[config.mk]
export PLATFORM = sky130hd
export DESIGN_NAME = imm_gen_stage
export DESIGN_NICKNAME = d
export VERILOG_FILES = /design/src/rtl/imm_gen_stage.sv
export SDC_FILE = /design/constraint.sdc
export NUM_CORES = 1
export LEC_CHECK = 0
export CAP_MARGIN = 20
export CORE_ASPECT_RATIO = 1.5
export CORE_MARGIN = 2
export CORE_UTILIZATION = 53
export DETAILED_ROUTE_END_ITERATION = 12
export HOLD_SLACK_MARGIN = 0.08
export PLACE_DENSITY = 0.89
export SLEW_MARGIN = 30
export SYNTH_ARGS = -nofsm -noshare
export SYNTH_HDL_FRONTEND = slang
export SYNTH_SLANG_ARGS = --single-unit
[constraint.sdc]
create_clock -name clk -period 3.5 [get_ports clk]
set_input_delay 0.7 -clock clk [delete_from_list [all_inputs] [get_ports clk]]
set_output_delay 0.7 -clock clk [all_outputs]
set_load 0.005 [all_outputs]
[src/rtl/imm_gen_stage.sv]
// RISC-V immediate-generation decode stage: classifies each instruction's format,
// builds the sign-extended immediate and queues the result in a 2-entry in-order buffer.
module imm_gen_stage #(
   parameter int unsigned XLEN  = 32,
   parameter int unsigned CNT_W = 16
) (
   input  logic             clk,
   input  logic             rst,
   input  logic             in_valid,
   output logic             in_ready,
   input  logic [31:0]      in_instr,
   output logic             out_valid,
   input  logic             out_ready,
   output logic [XLEN-1:0]  out_imm,
   output logic [2:0]       out_fmt,
   output logic             out_illegal,
   output logic [CNT_W-1:0] decode_cnt
);

   localparam int unsigned DEPTH = 2;
   localparam int unsigned FMT_W = 3;

   localparam logic [FMT_W-1:0] FMT_NONE = 3'd0;
   localparam logic [FMT_W-1:0] FMT_R    = 3'd1;
   localparam logic [FMT_W-1:0] FMT_I    = 3'd2;
   localparam logic [FMT_W-1:0] FMT_S    = 3'd3;
   localparam logic [FMT_W-1:0] FMT_B    = 3'd4;
   localparam logic [FMT_W-1:0] FMT_U    = 3'd5;
   localparam logic [FMT_W-1:0] FMT_J    = 3'd6;

   localparam logic IS_RV64 = (XLEN == 64);

   logic [XLEN-1:0]  dec_imm;
   logic [FMT_W-1:0] dec_fmt;
   logic             dec_ill;
   logic [6:0]       opcode;
   logic [2:0]       funct3;
   logic             is_shift;

   logic [XLEN-1:0]  imm_q [DEPTH];
   logic [XLEN-1:0]  imm_d [DEPTH];
   logic [FMT_W-1:0] fmt_q [DEPTH];
   logic [FMT_W-1:0] fmt_d [DEPTH];
   logic             ill_q [DEPTH];
   logic             ill_d [DEPTH];
   logic             wr_ptr_q, wr_ptr_d;
   logic             rd_ptr_q, rd_ptr_d;
   logic [1:0]       count_q, count_d;
   logic [CNT_W-1:0] cnt_q, cnt_d;
   logic             push, pop;

   // Immediate decode, done before the buffer write
   always_comb begin
      opcode   = in_instr[6:0];
      funct3   = in_instr[14:12];
      is_shift = (funct3 == 3'b001) || (funct3 == 3'b101);
      dec_imm  = '0;
      dec_fmt  = FMT_NONE;
      dec_ill  = 1'b0;
      unique case (opcode)
         7'b0010011: begin
            dec_fmt = FMT_I;
            if (is_shift) begin
               dec_imm = IS_RV64 ? XLEN'(in_instr[25:20]) : XLEN'(in_instr[24:20]);
            end else begin
               dec_imm = XLEN'($signed(in_instr[31:20]));
            end
         end
         7'b0011011: begin
            if (IS_RV64) begin
               dec_fmt = FMT_I;
               dec_imm = is_shift ? XLEN'(in_instr[24:20]) : XLEN'($signed(in_instr[31:20]));
            end else begin
               dec_ill = 1'b1;
            end
         end
         7'b0000011, 7'b1100111, 7'b1110011: begin
            dec_fmt = FMT_I;
            dec_imm = XLEN'($signed(in_instr[31:20]));
         end
         7'b0100011: begin
            dec_fmt = FMT_S;
            dec_imm = XLEN'($signed({in_instr[31:25], in_instr[11:7]}));
         end
         7'b1100011: begin
            dec_fmt = FMT_B;
            dec_imm = XLEN'($signed({in_instr[31], in_instr[7], in_instr[30:25],
                                     in_instr[11:8], 1'b0}));
         end
         7'b0110111, 7'b0010111: begin
            dec_fmt = FMT_U;
            dec_imm = XLEN'($signed({in_instr[31:12], 12'b0}));
         end
         7'b1101111: begin
            dec_fmt = FMT_J;
            dec_imm = XLEN'($signed({in_instr[31], in_instr[19:12], in_instr[20],
                                     in_instr[30:21], 1'b0}));
         end
         7'b0110011: dec_fmt = FMT_R;
         7'b0111011: begin
            if (IS_RV64) dec_fmt = FMT_R;
            else         dec_ill = 1'b1;
         end
         default: dec_ill = 1'b1;
      endcase
   end

   assign in_ready  = (count_q != 2'd2) && !rst;
   assign out_valid = (count_q != 2'd0);
   assign push      = in_valid && in_ready;
   assign pop       = out_valid && out_ready;

   // Buffer write/read pointers, occupancy and retire counter
   always_comb begin
      imm_d    = imm_q;
      fmt_d    = fmt_q;
      ill_d    = ill_q;
      wr_ptr_d = wr_ptr_q;
      rd_ptr_d = rd_ptr_q;
      count_d  = count_q;
      cnt_d    = cnt_q;
      if (push) begin
         imm_d[wr_ptr_q] = dec_imm;
         fmt_d[wr_ptr_q] = dec_fmt;
         ill_d[wr_ptr_q] = dec_ill;
         wr_ptr_d        = ~wr_ptr_q;
      end
      if (pop) begin
         rd_ptr_d = ~rd_ptr_q;
         cnt_d    = CNT_W'(cnt_q + 1'b1);
      end
      unique case ({push, pop})
         2'b10:   count_d = 2'(count_q + 2'd1);
         2'b01:   count_d = 2'(count_q - 2'd1);
         default: count_d = count_q;
      endcase
   end

   always_ff @(posedge clk or posedge rst) begin
      if (rst) begin
         for (int i = 0; i < DEPTH; i++) begin
            imm_q[i] <= '0;
            fmt_q[i] <= FMT_NONE;
            ill_q[i] <= 1'b0;
         end
         wr_ptr_q <= 1'b0;
         rd_ptr_q <= 1'b0;
         count_q  <= 2'd0;
         cnt_q    <= '0;
      end else begin
         imm_q    <= imm_d;
         fmt_q    <= fmt_d;
         ill_q    <= ill_d;
         wr_ptr_q <= wr_ptr_d;
         rd_ptr_q <= rd_ptr_d;
         count_q  <= count_d;
         cnt_q    <= cnt_d;
      end
   end

   // Head entry drives the outputs; all entries clear to zero on reset
   assign out_imm     = imm_q[rd_ptr_q];
   assign out_fmt     = fmt_q[rd_ptr_q];
   assign out_illegal = ill_q[rd_ptr_q];
   assign decode_cnt  = cnt_q;

endmodule

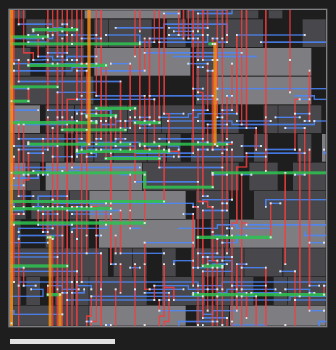
*Close-up of the layout*
Bar = 10 µm. Region (27, 47) to (57, 77) µm. Cells in gray, sequential cells in the stronger gray; small squares are vias.
[orange] M4
[green] M3
[red] M2
[blue] M1
cells with their middle in the window: 76
most frequent: nor3_1 (25), nor2_1 (9), dfrtp_1 (9)
netlist names of flops here include: imm_q (8), fmt_q (1)
sequential cells in the window: 9

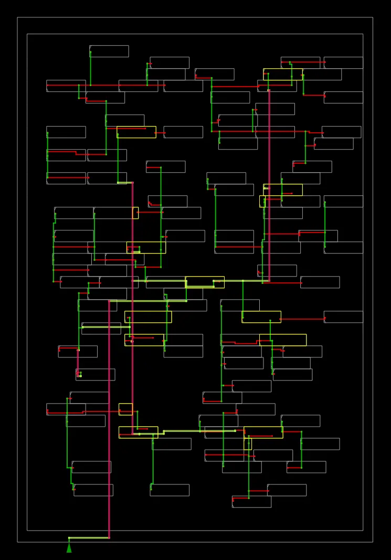
*The clock network*
Clock Sinks: 92
worst-skew pair later-pin latency: 0.34 ns
Layout Skew: 0.00580 ns
Flops: 92

==> qor.csv <==
stage,metric,value,unit
timing,Slew HR,52.4,%
logic_synthesis,Netlist Area Pre-Place,0.00505,mm²
worst_setup_path,CP Cell Sequence,"buf_4, mux2_2, clkdlybuf4s50_1",
logic_synthesis,cell type with the largest total area,dfrtp_1,
global_route,first-pass GRT wire length,20600,µm
layout,most common logic cells in the final layout,"dfrtp_1 (92), clkdlybuf4s50_1 (89), nor3_1 (59)",
floorplanning,floorplan-stage core utilization,54.6,%
worst_hold_path,Hold Path End,decode_cnt[15],
drt,Met1 Wirelength,4920,µm
layout,fillers,696,
place,DP Worst Slack,0.570,ns
logic_synthesis,Syn Area/Cell,9.83,µm²
logic_synthesis,"Seq share, synth",45.6,%
worst_setup_path,RR Endpoint,imm_q[63],
clock_network,CTS tree,yes,
clock_network,Hold Buf Count CTS,0,
global_route,initial antenna violation count,0,
timing,# setup viols final,0,
logic_synthesis,adder-cell share of the synthesized area,0.495,%
logic_synthesis,Ys Warns,0,
logic_synthesis,aoi share,15.3,%
power,Clk pwr share,22.1,%
run,Log Warnings,26,
drt,Via density,6.09,
layout,most frequent logic cell in the layout,dfrtp_1,
outcome,outcome,finished clean,
drt,Final ANT Viol Nets,0,
logic_synthesis,syn_nets,552,
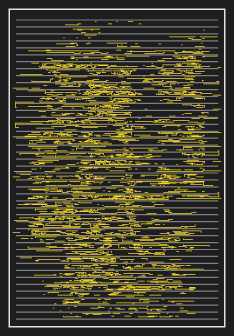
*The metal 1 layer*
Supply wires on this layer in gray.
main direction: horizontal
nets with wire on the layer: 558
longest straight run: 27.6 µm
vias: 4269
met1 layer usage reported by global route: 30.6%
final WL: 12600 µm

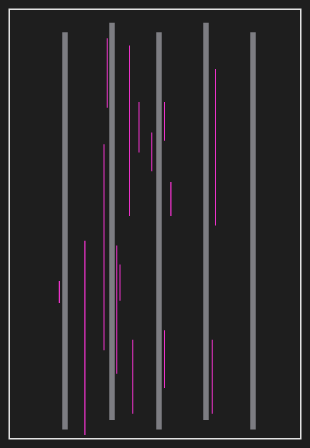
*Metal 4*
Supply wires on this layer in gray.
longest straight run: 59.2 µm
wire length on this layer: 386 µm

[layer usage]
layer,vias to the layer above,track usage (%)
li1,1981,-
met1,2062,30.6
met2,191,43.0
met3,35,3.91
met4,0,13.3
met5,-,0
[layout make-up]
type | instances | area [µm²] | area share, %
multi-input cells | 360 | 2460 | 39.0
flip-flops and latches | 92 | 2300 | 36.5
repair buffers | 103 | 1020 | 16.2
clock buffers | 11 | 233 | 3.69
well taps | 112 | 140 | 2.22
clock inverters | 4 | 73.8 | 1.17
inverters | 19 | 73.8 | 1.17
[stage by stage]
stage	hold slack, ns	std cells	cell area, µm²	power, W
floorplan	0.440	514	5050	0.00270
global placement	0.453	686	6000	0.00349
detailed placement	0.462	686	6000	0.00357
CTS	0.469	701	6300	0.00460
global route	0.478	701	6310	0.00482
finish	0.466	701	6310	0.00457
[state kept, by name, summed over array words and instances, names as in the netlist]
| register | count |
|---|---|
| count_q | 2 |
| decode_cnt | 16 |
| fmt_q | 6 |
| ill_q | 2 |
| imm_q | 64 |
| rd_ptr_q | 1 |
| wr_ptr_q | 1 |
[kinds of logic (layout without fill, tap and decap cells)]
logic type / after synthesis / in the layout
xor gates and xnor gates: 20 / 20
AOI/OAI and AO/OA: 93 / 93
DFF: 92 / 92
adders and majority gates: 2 / 2
muxes: 41 / 41
and+or+nand+nor: 204 / 204
buffers and inverters: 62 / 137
[cell usage after synthesis (3+ instances only)]
cell,n
inv_1,19
buf_2,13
nor2b_1,4
a2111oi_0,20
nand2_1,49
o22a_1,16
or2_2,5
xor2_1,7
mux2_2,37
mux2i_1,3
and2_1,9
o21ai_0,7
nand4_1,7
a21oi_1,20
a22o_1,8
buf_6,6
nor2_1,38
nand3_1,7
xnor2_1,13
a32o_1,4
nor3_1,59
clkbuf_1,22
nor3_2,4
dfrtp_1,92
nand2b_1,6
[worst max path at each step]
| stage | to | slack [ns] |
|---|---|---|
| 6_report | out_fmt[1] | 0.75 |
| 5_1_grt | imm_q[30] | 0.61 |
| 4_1_cts | out_fmt[1] | 0.75 |
| 3_5_place_dp | imm_q[63] | 0.57 |
| 3_3_place_gp | imm_q[63] | 0.65 |
| 2_1_floorplan | count_q[0] | 0.41 |
[power by group through the flow]
stage	registers [W]	clock network (W)	logic (W)
2_1_floorplan	0.00162	0	0.00108
3_3_place_gp	0.00167	0	0.00183
3_5_place_dp	0.00170	0	0.00188
4_1_cts	0.00168	0.00103	0.00190
5_1_grt	0.00173	0.00107	0.00202
6_report	0.00169	0.00101	0.00188
[critical path: cells and delay by family (launching register included)]
family / cells / cell delay (ns)
buffers and inverters: 2 / 0.91
multiplexers: 1 / 0.44
flip-flops: 1 / 0.32
Power is estimated from default activity; no workload was simulated.
